### src/rtl/osr_controller_pkg.sv
// ---------------------------------------------------------------------------
// osr_controller_pkg
// Shared types for the OSR (output shift register) controller.
//
// Count encodings: both the OUT bit count and the autopull threshold are
// 5-bit fields where the value 0 stands for 32. decode32() expands such a
// field into a 6-bit unsigned value in the range 1..32.
// ---------------------------------------------------------------------------
package osr_controller_pkg;

    // Instruction class presented to the controller.
    typedef enum logic [1:0] {
        OP_NONE = 2'd0,
        OP_OUT  = 2'd1,
        OP_PULL = 2'd2,
        OP_MOV  = 2'd3
    } osr_op_t;

    // Controller state.
    typedef enum logic [1:0] {
        S_RUN       = 2'd0,
        S_OUT_WAIT  = 2'd1,
        S_PULL_WAIT = 2'd2
    } osr_state_t;

    // osr_count value meaning "OSR fully shifted out / empty".
    localparam logic [5:0] OSR_CNT_FULL = 6'd32;

    // 5-bit count field -> 6-bit count, with 0 encoding 32.
    function automatic logic [5:0] decode32(input logic [4:0] f);
        return (f == 5'd0) ? OSR_CNT_FULL : {1'b0, f};
    endfunction

endpackage

### src/rtl/osr_controller.sv
// ---------------------------------------------------------------------------
// osr_controller
// Sequences OUT / PULL / MOV instructions against the OSR and TX FIFO,
// including autopull and background refill. Sits beside the output shift
// register and drives its load / data_in / shift_en / shift_count.
//
// Ports
//   clk, rst                      clock, synchronous active-high reset
//   instr_valid, instr_op         instruction present and its class
//   out_count                     OUT bit count (0 = 32)
//   pull_block, pull_ifempty      PULL modifiers
//   mov_data                      MOV source value
//   x_data                        scratch X (non-blocking PULL on empty FIFO)
//   autopull_en, pull_thresh      autopull config (threshold 0 = 32)
//   sm_restart                    clear controller state
//   fifo_empty, fifo_data         TX FIFO status / head word
//   fifo_pop                      pop FIFO head (only together with osr_load)
//   osr_load, osr_data            OSR load strobe and value
//   osr_shift_en, osr_shift_count OSR shift strobe and count (1..32)
//   instr_done                    instruction completes this cycle
//   stall                         instr_valid and not completing
//   osr_count                     bits shifted since last load (0..32)
// ---------------------------------------------------------------------------
module osr_controller
    import osr_controller_pkg::*;
(
    input  logic        clk,
    input  logic        rst,
    input  logic        instr_valid,
    input  osr_op_t     instr_op,
    input  logic [4:0]  out_count,
    input  logic        pull_block,
    input  logic        pull_ifempty,
    input  logic [31:0] mov_data,
    input  logic [31:0] x_data,
    input  logic        autopull_en,
    input  logic [4:0]  pull_thresh,
    input  logic        sm_restart,
    input  logic        fifo_empty,
    input  logic [31:0] fifo_data,
    output logic        fifo_pop,
    output logic        osr_load,
    output logic [31:0] osr_data,
    output logic        osr_shift_en,
    output logic [5:0]  osr_shift_count,
    output logic        instr_done,
    output logic        stall,
    output logic [5:0]  osr_count
);

    osr_state_t state_q, state_d;
    logic [5:0] count_q, count_d;

    logic [5:0] thr;
    logic [5:0] n;
    logic [6:0] out_sum;
    logic       below_thr;
    logic       refill_due;

    assign thr        = decode32(pull_thresh);
    assign n          = decode32(out_count);
    assign out_sum    = {1'b0, count_q} + {1'b0, n};
    assign below_thr  = (count_q < thr);
    assign refill_due = autopull_en && !below_thr;

    assign osr_count = count_q;

    always_ff @(posedge clk) begin
        if (rst) begin
            state_q <= S_RUN;
            count_q <= OSR_CNT_FULL;
        end else begin
            state_q <= state_d;
            count_q <= count_d;
        end
    end

    always_comb begin
        state_d         = state_q;
        count_d         = count_q;
        fifo_pop        = 1'b0;
        osr_load        = 1'b0;
        osr_data        = '0;
        osr_shift_en    = 1'b0;
        osr_shift_count = '0;
        instr_done      = 1'b0;

        if (rst || sm_restart) begin
            // Reset outputs are forced quiet below; restart forces the count
            // back to "empty" so the next OUT/idle cycle triggers a refill.
            state_d = S_RUN;
            count_d = OSR_CNT_FULL;
        end else begin
            unique case (state_q)
                S_RUN: begin
                    if (instr_valid && instr_op == OP_OUT) begin
                        if (refill_due) begin
                            // Autopull first; the OUT itself retries next cycle.
                            if (!fifo_empty) begin
                                fifo_pop = 1'b1;
                                osr_load = 1'b1;
                                osr_data = fifo_data;
                                count_d  = '0;
                            end else begin
                                state_d = S_OUT_WAIT;
                            end
                        end else begin
                            osr_shift_en    = 1'b1;
                            osr_shift_count = n;
                            instr_done      = 1'b1;
                            count_d         = (out_sum > {1'b0, OSR_CNT_FULL}) ?
                                              OSR_CNT_FULL : out_sum[5:0];
                        end
                    end else if (instr_valid && instr_op == OP_PULL) begin
                        if (pull_ifempty && below_thr) begin
                            instr_done = 1'b1;
                        end else if (!fifo_empty) begin
                            fifo_pop   = 1'b1;
                            osr_load   = 1'b1;
                            osr_data   = fifo_data;
                            count_d    = '0;
                            instr_done = 1'b1;
                        end else if (!pull_block) begin
                            osr_load   = 1'b1;
                            osr_data   = x_data;
                            count_d    = '0;
                            instr_done = 1'b1;
                        end else begin
                            state_d = S_PULL_WAIT;
                        end
                    end else if (instr_valid && instr_op == OP_MOV) begin
                        osr_load   = 1'b1;
                        osr_data   = mov_data;
                        count_d    = '0;
                        instr_done = 1'b1;
                    end else begin
                        // Idle or OP_NONE: background refill.
                        if (refill_due && !fifo_empty) begin
                            fifo_pop = 1'b1;
                            osr_load = 1'b1;
                            osr_data = fifo_data;
                            count_d  = '0;
                        end
                    end
                end

                S_OUT_WAIT: begin
                    if (!fifo_empty) begin
                        fifo_pop = 1'b1;
                        osr_load = 1'b1;
                        osr_data = fifo_data;
                        count_d  = '0;
                        state_d  = S_RUN;
                    end
                end

                S_PULL_WAIT: begin
                    if (!fifo_empty) begin
                        fifo_pop   = 1'b1;
                        osr_load   = 1'b1;
                        osr_data   = fifo_data;
                        count_d    = '0;
                        instr_done = 1'b1;
                        state_d    = S_RUN;
                    end
                end

                default: begin
                    state_d = S_RUN;
                end
            endcase
        end
    end

    assign stall = !rst && instr_valid && !instr_done;

endmodule

### config.mk
export PLATFORM = sky130hd
export DESIGN_NAME = osr_controller
export DESIGN_NICKNAME = d
export VERILOG_FILES = /design/src/rtl/osr_controller_pkg.sv /design/src/rtl/osr_controller.sv
export SDC_FILE = /design/constraint.sdc
export NUM_CORES = 1
export LEC_CHECK = 0
export CAP_MARGIN = 20
export CORE_ASPECT_RATIO = 0.7
export CORE_UTILIZATION = 31
export CTS_BUF_LIST = sky130_fd_sc_hd__clkbuf_16
export CTS_CLUSTER_DIAMETER = 80
export DETAILED_ROUTE_END_ITERATION = 7
export GPL_ROUTABILITY_DRIVEN = 0
export GPL_TIMING_DRIVEN = 0
export PLACE_DENSITY = 0.82
export SYNTH_ARGS = -nofsm -noshare
export SYNTH_HDL_FRONTEND = slang
export SYNTH_SLANG_ARGS = --single-unit
### constraint.sdc
create_clock -name clk -period 4.8 [get_ports clk]
set_input_delay 1.44 -clock clk [delete_from_list [all_inputs] [get_ports clk]]
set_output_delay 1.44 -clock clk [all_outputs]
set_load 0.005 [all_outputs]
pdn.png
The bar under the picture is 20 um long. Pins as bars on the die edge. Tap cells in grey.
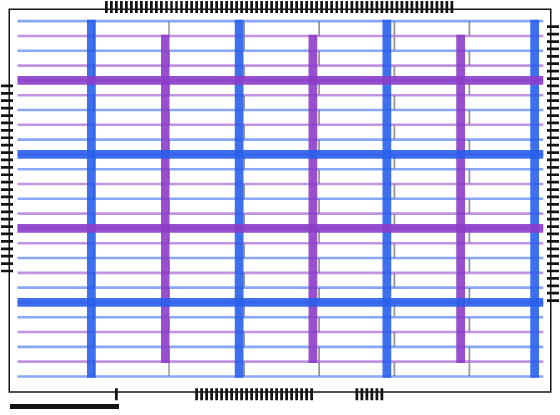
purple -> VDD
blue -> VSS
signal pins = 165
met1 rails = 25
met4 straps = 7
met5 straps = 4
Die Y: 70.1 um
core footprint: 6310 um2
peak supply drop: 0.0892 mV
Die X-Extent: 99.2 um

cell_classes.png
The bar under the picture is 20 um long.
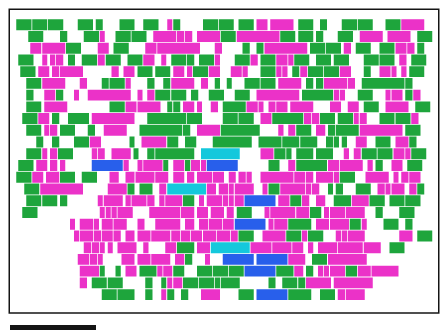
blue -> flops  # cells 8
green -> other buffers and delay cells  # cells 215
cyan -> cells driving clock nets  # cells 3
magenta -> all other logic  # cells 275
Seq area share: 0.0353
post-route cell area: 4540 um2

clock_map.png
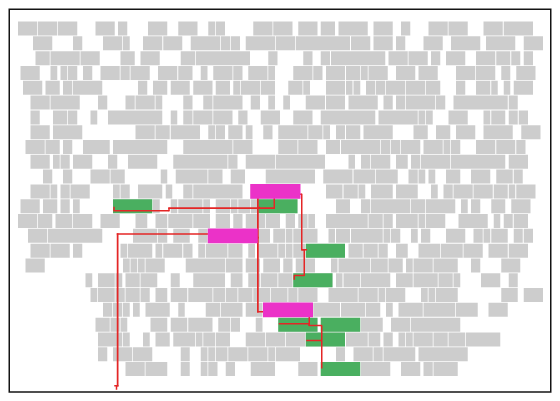
magenta -> cells driving clock nets  # count 3
green -> flip-flops  # count 8
red -> clock wires  # length 153 um
routed clock nets = 4
clock latency on the worst-skew pair: 0.23 ns
Clk pwr share: 0.278
Final Skew: 0.00653 ns
Clk. pwr: 0.141 mW

power groups by stage:
stage	Combinational, mW	Sequential, mW	Clock (mW)
final	0.297	0.0690	0.141
after global routing	0.318	0.0690	0.144
after CTS	0.273	0.0689	0.141
after detailed placement	0.241	0.0697	0
after global placement	0.235	0.0698	0
after floorplan	0.0957	0.0694	0
registers in the layout, summed over array words and instances (netlist names):
register	flops
state_q	2
osr_count	6
stage by stage:
stage                     hold WS, ns  utilization  area [um2]  cells
after floorplan                 0.485            -        2050    312
final                           0.551        0.720        4540    579
after CTS                       0.547        0.682        4300    577
after detailed placement        0.543        0.601        3790    554
after global routing            0.570        0.720        4540    579
after global placement          0.504        0.601        3790    554
cells by family after synthesis:
kind of cell / synth area share
xor+xnor: 0.0128
flops: 0.0781
compound gates: 0.499
mux: 0.00488
buf+inv: 0.0836
simple gates: 0.226
fa+ha+maj: 0.0952
worst max-delay path by stage:
stage	startpoint	endpoint	slack (ns)
6_report	pull_thresh[1]	osr_data[15]	-0.21
5_1_grt	pull_thresh[1]	osr_data[15]	-0.28
4_1_cts	pull_thresh[1]	osr_data[18]	-0.18
3_5_place_dp	pull_thresh[4]	osr_data[18]	-1.41
3_3_place_gp	pull_thresh[4]	osr_data[18]	-1.39
2_1_floorplan	pull_thresh[4]	osr_data[10]	0.09
cell type report:
class / count / area (um2)
buffer: 27 / 201
clock buffer: 3 / 75.1
fill: 486 / 1770
inverter: 15 / 56.3
multi-input combinational: 260 / 2190
sequential: 8 / 160
tap: 78 / 97.6
timing repair buffer: 188 / 1760
layer usage:
layer  vias to the layer above  track usage
met1                      1511        0.400
met3                        20       0.0410
li1                       1574            -
met5                         -            0
met4                         0       0.0817
met2                       184        0.450
==> run summary <==
flow finished, numbers: P_leak=1.87 nW, Crit-path slowest cell=or4b_4, Post-Syn Area per Cell=6.57 um2, Top cells excl fill/tap=clkdlybuf4s50_1 (115), nor2_1 (44), buf_2 (37), status=finished with violations, Yosys reg bits=8, YS warnings=0, Chip Area, Yosys=2050 um2, Final setup viols=35, fin nets=634, Synth top cells by count=nor2_1 (48), a21oi_1 (38), o2bb2ai_1 (35), clk slew on worst S/H paths=0.04 ns, number of cells in Yosys stat=312, initial antenna violation count=0, ANT nets after route=0, Slew Viols, Final=0, Max transition margin=0.622, final worst setup slack=-0.207 ns, Worst Max-Slew Pin Slew=0.567 ns, startpoint type of the worst setup path=input port, distinct lib cells=53, most frequent cell after synthesis=nor2_1, crit-path max FO=5, Top Ports=165, Routed WL=10500 um, HP Class=register to register, FFs w/ async S/R, synth=0, DR pass1 iterations=6, DRC Markers=0, r2r setup slk=2.47 ns, Worst path max stage delay=0.50 ns, Sink Count=8, H-tree levels=1, OpenROAD warnings=30, largest net degree at the start of global routing=11, 1st-iter DRT viols=276, crit path cell chain=buf_8 -> nor3_4 -> nand3_2 -> ha_4 -> a21oi_4 -> buf_6 -> nand3_2 -> a211o_1 -> or4b_4 -> buf_8 -> clkbuf_16 -> o2bb2ai_2 -> buf_2, Worst Path Required=3.36 ns, RSZ-0062 raised after global routing=true, floorplan utilization=0.325, setup_tns=-5.61 ns, CTS tree=done, Synth Seq Share=0.0781, pre-CTS setup slack=-1.41 ns, failing checks=setup timing, HPWL after DPL=7470 um, Syn Inst Count=312, chip area=6950 um2, Max Clk Rate=200 MHz, total power=0.506 mW
Power figures rest on the tool's default switching activity, not on a simulated workload.
